### config.mk
export PLATFORM = sky130hd
export DESIGN_NAME = acumulador_ctrl
export DESIGN_NICKNAME = d
export VERILOG_FILES = /design/src/rtl/acumulador_pkg.sv /design/src/rtl/contador_palavras.sv /design/src/rtl/acumulador_ctrl.sv
export SDC_FILE = /design/constraint.sdc
export NUM_CORES = 1
export LEC_CHECK = 0
export CAP_MARGIN = 10
export CORE_ASPECT_RATIO = 0.8
export CORE_MARGIN = 1.5
export CORE_UTILIZATION = 40
export CTS_BUF_LIST = sky130_fd_sc_hd__clkbuf_4 sky130_fd_sc_hd__clkbuf_8
export CTS_CLUSTER_SIZE = 25
export DETAILED_ROUTE_END_ITERATION = 7
export PLACE_DENSITY_LB_ADDON = 0.05
export SYNTH_ARGS = -nofsm -noshare
export SYNTH_HDL_FRONTEND = slang
export SYNTH_HIERARCHICAL = 1
export SYNTH_SLANG_ARGS = --single-unit
### constraint.sdc
create_clock -name clk_i -period 3.1 [get_ports clk_i]
set_input_delay 0.62 -clock clk_i [delete_from_list [all_inputs] [get_ports clk_i]]
set_output_delay 0.62 -clock clk_i [all_outputs]
set_load 0.03 [all_outputs]
### src/rtl/acumulador_pkg.sv
// Shared definitions for the accumulator run controller: default widths,
// datapath width and the controller state encoding.
package acumulador_pkg;

    localparam int ADDR_W_DEF = 8;   // memory address width
    localparam int CNT_W_DEF  = 4;   // word-count width (max run 2^CNT_W-1)
    localparam int DATA_W     = 16;  // accumulator / operand width

    typedef enum logic [2:0] {
        ST_IDLE  = 3'd0,
        ST_CLR   = 3'd1,
        ST_FETCH = 3'd2,
        ST_LOAD  = 3'd3,
        ST_ADD   = 3'd4,
        ST_FIN   = 3'd5
    } state_e;

    // A run is in progress (Busy) in every state between acceptance and FIN.
    function automatic logic is_active(input state_e s);
        return (s == ST_CLR) || (s == ST_FETCH) || (s == ST_LOAD) || (s == ST_ADD);
    endfunction

endpackage

### src/rtl/contador_palavras.sv
// Word index counter: synchronous clear, count enable, and a terminal-count
// flag that is high when the next increment would reach the limit.
module contador_palavras #(
    parameter int CNT_W = 4
) (
    input  logic             clk_i,
    input  logic             rst_i,
    input  logic             clr_i,
    input  logic             en_i,
    input  logic [CNT_W-1:0] limit_i,
    output logic [CNT_W-1:0] q_o,
    output logic             last_o
);

    logic [CNT_W-1:0] q_q;
    logic [CNT_W-1:0] q_d;

    // Next index: clear wins over enable.
    always_comb begin
        q_d = q_q;
        if (clr_i) begin
            q_d = '0;
        end else if (en_i) begin
            q_d = q_q + CNT_W'(1);
        end
    end

    // Index register.
    always_ff @(posedge clk_i) begin
        if (rst_i) begin
            q_q <= '0;
        end else begin
            q_q <= q_d;
        end
    end

    assign q_o    = q_q;
    assign last_o = ((q_q + CNT_W'(1)) == limit_i);

endmodule

### src/rtl/acumulador_ctrl.sv
// Accumulator run controller. On an accepted start it clears the
// accumulator, then for each word fetches it from memory, loads it into
// the operand register and transfers operand+accumulator back into the
// accumulator, finishing with a one-cycle done pulse.
//
// Handshake: start_i is a level request sampled only in IDLE (there is no
// ready); base_addr_i/count_i are captured on the accepting edge. busy_o is
// high while the run is active and done_o pulses once when data_out_o is
// final. Memory answers a mem_read_o cycle with data_in_i one cycle later.
module acumulador_ctrl
    import acumulador_pkg::*;
#(
    parameter int ADDR_W = ADDR_W_DEF,
    parameter int CNT_W  = CNT_W_DEF
) (
    input  logic              clk_i,
    input  logic              rst_i,
    input  logic              start_i,
    input  logic [ADDR_W-1:0] base_addr_i,
    input  logic [CNT_W-1:0]  count_i,
    input  logic [DATA_W-1:0] data_in_i,
    output logic [ADDR_W-1:0] mem_addr_o,
    output logic              mem_read_o,
    output logic              clear_o,
    output logic              load_o,
    output logic              transfer_o,
    output logic              busy_o,
    output logic              done_o,
    output logic [DATA_W-1:0] data_out_o,
    output state_e            state_o
);

    state_e state_q, state_d;

    logic [ADDR_W-1:0] base_q, base_d;
    logic [CNT_W-1:0]  count_q, count_d;
    logic [ADDR_W-1:0] mem_addr_q, mem_addr_d;

    logic mem_read_q, mem_read_d;
    logic clear_q, clear_d;
    logic load_q, load_d;
    logic transfer_q, transfer_d;
    logic busy_q, busy_d;
    logic done_q, done_d;

    logic             idx_clr;
    logic             idx_en;
    logic [CNT_W-1:0] idx;
    logic             idx_last;
    logic [CNT_W-1:0] idx_fetch;

    logic [DATA_W-1:0] op_q, op_d;
    logic [DATA_W-1:0] acc_q, acc_d;

    contador_palavras #(
        .CNT_W (CNT_W)
    ) u_contador (
        .clk_i   (clk_i),
        .rst_i   (rst_i),
        .clr_i   (idx_clr),
        .en_i    (idx_en),
        .limit_i (count_q),
        .q_o     (idx),
        .last_o  (idx_last)
    );

    // Next state, operand capture and index control.
    always_comb begin
        state_d = state_q;
        base_d  = base_q;
        count_d = count_q;
        idx_clr = 1'b0;
        idx_en  = 1'b0;
        case (state_q)
            ST_IDLE: begin
                if (start_i) begin
                    base_d  = base_addr_i;
                    count_d = count_i;
                    idx_clr = 1'b1;
                    state_d = ST_CLR;
                end
            end
            ST_CLR: begin
                state_d = (count_q == '0) ? ST_FIN : ST_FETCH;
            end
            ST_FETCH: begin
                state_d = ST_LOAD;
            end
            ST_LOAD: begin
                state_d = ST_ADD;
            end
            ST_ADD: begin
                idx_en  = 1'b1;
                state_d = idx_last ? ST_FIN : ST_FETCH;
            end
            ST_FIN: begin
                state_d = ST_IDLE;
            end
            default: begin
                state_d = ST_IDLE;
            end
        endcase
    end

    // Strobes are decoded from the next state and registered, so each one
    // is high exactly during the cycle its state is occupied.
    always_comb begin
        mem_read_d = (state_d == ST_FETCH);
        clear_d    = (state_d == ST_CLR);
        load_d     = (state_d == ST_LOAD);
        transfer_d = (state_d == ST_ADD);
        done_d     = (state_d == ST_FIN);
        busy_d     = is_active(state_d);
        // Leaving ADD the index has not yet incremented, so the fetch
        // address uses the post-increment value.
        idx_fetch  = (state_q == ST_ADD) ? (idx + CNT_W'(1)) : idx;
        mem_addr_d = mem_addr_q;
        if (state_d == ST_FETCH) begin
            mem_addr_d = base_q + ADDR_W'(idx_fetch);
        end
    end

    // Controller state and registered outputs.
    always_ff @(posedge clk_i) begin
        if (rst_i) begin
            state_q    <= ST_IDLE;
            base_q     <= '0;
            count_q    <= '0;
            mem_addr_q <= '0;
            mem_read_q <= 1'b0;
            clear_q    <= 1'b0;
            load_q     <= 1'b0;
            transfer_q <= 1'b0;
            busy_q     <= 1'b0;
            done_q     <= 1'b0;
        end else begin
            state_q    <= state_d;
            base_q     <= base_d;
            count_q    <= count_d;
            mem_addr_q <= mem_addr_d;
            mem_read_q <= mem_read_d;
            clear_q    <= clear_d;
            load_q     <= load_d;
            transfer_q <= transfer_d;
            busy_q     <= busy_d;
            done_q     <= done_d;
        end
    end

    // Accumulator datapath driven straight from the controller strobes;
    // the sum wraps modulo 2^DATA_W.
    always_comb begin
        op_d  = op_q;
        acc_d = acc_q;
        if (load_q) begin
            op_d = data_in_i;
        end
        if (clear_q) begin
            acc_d = '0;
        end else if (transfer_q) begin
            acc_d = acc_q + op_q;
        end
    end

    // Operand and accumulator registers.
    always_ff @(posedge clk_i) begin
        if (rst_i) begin
            op_q  <= '0;
            acc_q <= '0;
        end else begin
            op_q  <= op_d;
            acc_q <= acc_d;
        end
    end

    assign mem_addr_o = mem_addr_q;
    assign mem_read_o = mem_read_q;
    assign clear_o    = clear_q;
    assign load_o     = load_q;
    assign transfer_o = transfer_q;
    assign busy_o     = busy_q;
    assign done_o     = done_q;
    assign data_out_o = acc_q;
    assign state_o    = state_q;

endmodule

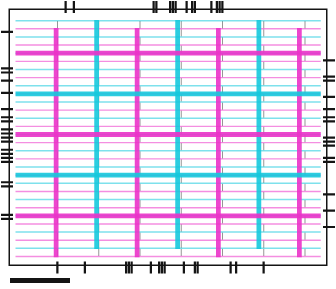
Fig. 1. Floorplan with the power grid.
Bar = 20 µm. Pins as bars on the die edge. Tap cells in grey.
| colour | net |
|---|---|
| cyan | VDD |
| magenta | VSS |
tap cells: 108
met5 straps: 5
met4 straps: 7
rows: 29

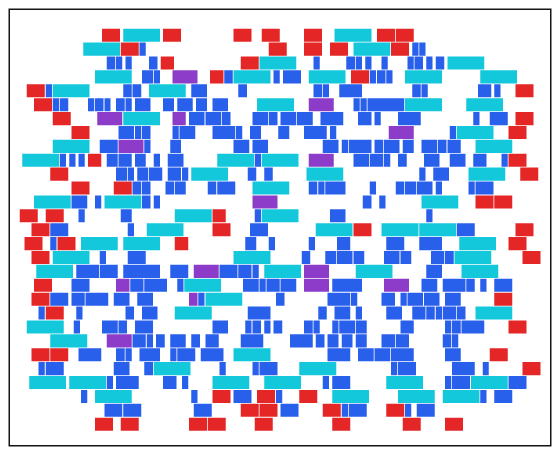
Fig. 2. Placed cells, one colour a class.
| colour | class | cells |
|---|---|---|
| blue | remaining logic cells | 295 |
| purple | clock drivers and dummy loads | 15 |
| red | remaining buffers and delay cells | 68 |
| cyan | registers | 65 |

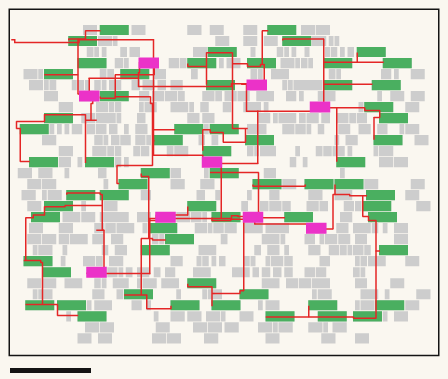
Fig. 3. Routed clock nets over the placement.
Bar = 20 µm.
[red] clock wires | length: 944 µm
[magenta] clock-net drivers | count: 9
[green] flip-flops | count: 65
flops lie: all over the die

==> GITHUB_STEP_SUMMARY <==
### Flow metrics

| Metric | Value |
|---|---|
| Syn Inst Count | `between 300 and 400` |
| Clock Pin Slew Worst Setup and Hold Paths | `0.07 ns` |
| Reg2Reg Depth | `11` |
| Tot Pwr | `roughly 0.0027 W` |
| Outcome | `finished, final reports clean` |
| Worst R2R End | `mem_addr_o[6]$_SDFFE_PP0P_` |
| Largest net degree at the start of global routing | `~40` |
| RSZ-0062 raised after global routing | `no` |
| Die Size | `9010 µm²` |
| CTS tree | `done` |
| Setup CP Type | `flip-flop to flip-flop` |
| Final Util | `53.2%` |
| Number of max-cap violations | `0` |
| Crit-path max FO | `13` |
| Hold Path End | `base_q[0]$_SDFFE_PP0P_` |
| Crit path DRT | `3.36 ns` |
| GRT Util Overall | `18.6%` |
| Crit. path cell count | `11` |
| Comb power frac | `35.5%` |
| Crit. Startpoint | `state_o[0]$_SDFF_PP0_` |
| Worst path bufs/invs | `2` |
| Reg-to-reg startpoint | `state_o[0]$_SDFF_PP0_` |
| First-pass GRT wire length | `~13 mm` |
| Leakage power | `1.73 nW` |
| TNS Setup | `0 ns` |
| Clock Power Share | `25.2%` |
| I/O pin count | `64` |
| CP startpoint kind | `flip-flop` |
| Syn Area/Cell | `slightly below 9 µm²` |
| Peak supply drop | `roughly 0.4 mV` |
| P_int | `0.00172 W` |
| Part of the cycle the worst path needs | `89.2%` |
| Largest cells by area after synthesis | `dfxtp_1, mux2i_1, ha_1` |
| CP arrival | `roughly 3.0 ns` |
| DRT Pass-1 Iters | `4` |
| DR vias/cell | `5.09` |
| Iteration-0 DRC Markers | `114` |
| Ys cells | `379` |
| # DRC | `0` |
| Hold depth | `2` |
| Post-route ant nets | `0` |
| Ys async rst share | `0%` |
| Final Max Tran Viols | `0` |
| Top-area cell share | `38.5%` |
| Hold wc startpoint | `base_q[0]$_SDFFE_PP0P_` |
| Layout cells sized above 1 | `under 10%` |
| CTS Buffer Depth | `2` |
| Worst min path class | `flip-flop to flip-flop` |
| Max_slew headroom | `a little over 50%` |
| F_max | `362 MHz` |
| Fillers | `just under 800` |
| Yosys warns | `6` |
| Switch Pwr | `0.000982 W` |
| Sw frac | `about 36%` |
| Post-CTS sizing | `0` |
| Fin crit period | `2.76 ns` |
| Vias | `~2800` |
| Post-synth EDFFs | `0` |
| Flops after synth | `65` |
| Die Span X | `106 µm` |
| Area of the core | `a little over 8000 µm²` |
| Synth Seq Share | `38.5%` |
| Routed WL | `around 7.8 mm` |
| Initial antenna violation count | `0` |
| Hold_buf cts | `0` |
| Crit path largest cell delay | `roughly 0.42 ns` |
| Cell Area, Synth | `3380 µm²` |
| Crit-path most repeated cell | `inv_1` |
| Worst-path cell chain | `nor2_1, and2_1, xor2_1, ha_1, inv_1, fa_1, inv_1, a21o_1, a21oi_1, or3_1, a311oi_1` |
| Reg2Reg Setup Slack | `0.34 ns` |
| DP Wirelength | `5.62 mm` |
| Synthesis-to-finish area growth | `26.9%` |
| Post-CTS Setup Bufs | `0` |
| Yosys cell types | `52` |
| Largest area contributor in the netlist | `dfxtp_1` |
| RD Place Congestion | `0.819` |
| Final Hold Fails | `0` |
| Crit. End Element | `flip-flop` |
| Rows | `29` |
| Worst Tran Pin Value | `between 0.7 and 0.8 ns` |
| Clock sink count | `65` |
| Largest delay share family, worst path | `simple AND/OR/NAND/NOR gates` |
| Tool warnings | `26` |
| Post-synth area from yosys stat | `around 3400 µm²` |
| Port Buffer Count | `63` |
| Critical-path top delay cell | `dfxtp_1` |
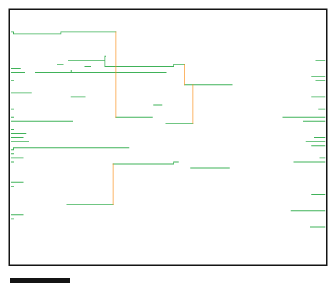
Fig. 4. Signal wires by layer.
Bar = 20 µm. Only two layers are drawn.
| colour | layer | wire length |
|---|---|---|
| green | M3 | 413 µm |
| orange | M4 | 61.9 µm |

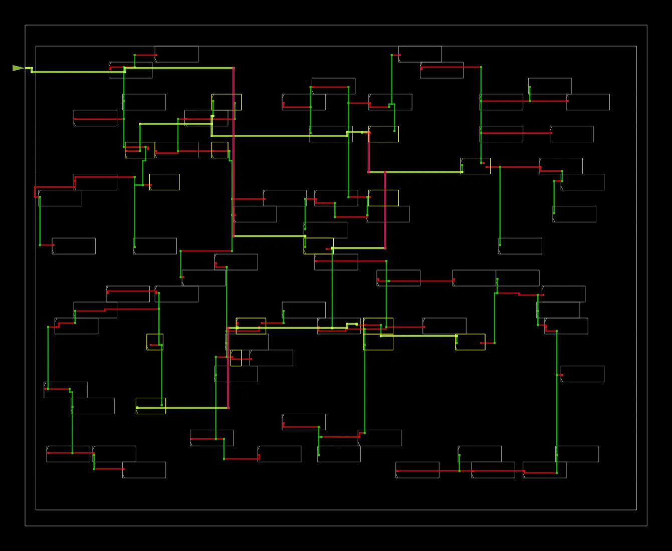
Fig. 5. Clock routing.
clock skew: 0.00604 ns
Worst-Skew Late Latency: 0.34 ns
clock network power: 0.000682 W
TritonCTS Buffers: 9

[layer usage]
layer	wire length (µm)	track usage [%]	up-vias
met4	61	4.79	0
met1	4100	26.2	1290
met2	3270	27.2	58
li1	-	-	1451
met3	413	6.22	8
met5	0	0	-
[worst min-delay path: cells and delay by family (launching register included)]
kind | cells | cell delay, ns
simple gates | 1 | 0.05
flops | 1 | 0.32
compound gates | 1 | 0.05
[power groups by stage]
| stage | sequential, W | clock [W] | combinational (W) |
|---|---|---|---|
| 2_1_floorplan | 0.00118 | 0 | 0.000553 |
| 3_3_place_gp | 0.00108 | 0 | 0.000960 |
| 3_5_place_dp | 0.00108 | 0 | 0.000961 |
| 4_1_cts | 0.00106 | 0.000710 | 0.000965 |
| 5_1_grt | 0.00108 | 0.000749 | 0.00106 |
| 6_report | 0.00106 | 0.000682 | 0.000959 |
[synth_stat cells (all sizes together), types with 7 or more instances]
cell    count
a21o        8
a21oi      31
buf         7
clkbuf     12
dfxtp      65
ha         21
inv        10
mux2i      29
nand2      36
nor2       50
o21ai      10
xnor2      21
xor2        9
[metrics by stage]
step	instance area (µm²)	hold WS (ns)	worst slack (ns)	instances
2_1_floorplan	3380	0.441	0.275	379
3_3_place_gp	4100	0.455	0.464	536
3_5_place_dp	4100	0.458	0.368	536
4_1_cts	4280	0.467	0.337	551
5_1_grt	4280	0.504	0.0746	551
6_report	4280	0.467	0.336	551
[flip-flops by register name, summed over array words and instances, names as in the netlist, 3 cells and up]
register,cells
u_contador/q_o,4
state_o,3
base_q,8
op_q,16
data_out_o,16
count_q,4
mem_addr_o,8
[placed cells by master, fill, tap and decap left out, types with 6 or more instances in the layout]
cell / n
ha_1: 21
nor3_1: 6
xnor2_1: 21
a21oi_1: 29
a211oi_1: 6
nand2_1: 36
o21ai_0: 10
mux2i_1: 29
xor2_1: 9
clkbuf_8: 12
a21o_1: 8
nor2_1: 49
inv_1: 10
clkdlybuf4s50_1: 63
dfxtp_1: 65
[area by class of cell]
| class | count | area (µm²) | share of cell area (%) |
|---|---|---|---|
| Inverter | 10 | 37.5 | 0.876 |
| Multi-Input combinational cell | 285 | 1960 | 45.7 |
| Sequential cell | 65 | 1300 | 30.4 |
| Tap cell | 108 | 135 | 3.15 |
| Clock inverter | 2 | 12.5 | 0.292 |
| Clock buffer | 13 | 173 | 4.03 |
| Timing Repair Buffer | 68 | 668 | 15.6 |
[cell families after synthesis]
family	Yosys count	share of synthesized area (%)
AND/OR/NAND/NOR	123	16.7
multiplexers	30	8.93
AND-OR/OR-AND	79	15.5
buffers and inverters	29	3.52
adder cells (fa/ha/maj)	23	8.97
flip-flops	65	38.5
XOR/XNOR	30	7.78
No activity file was given, so power comes from the tool's default toggle rates.
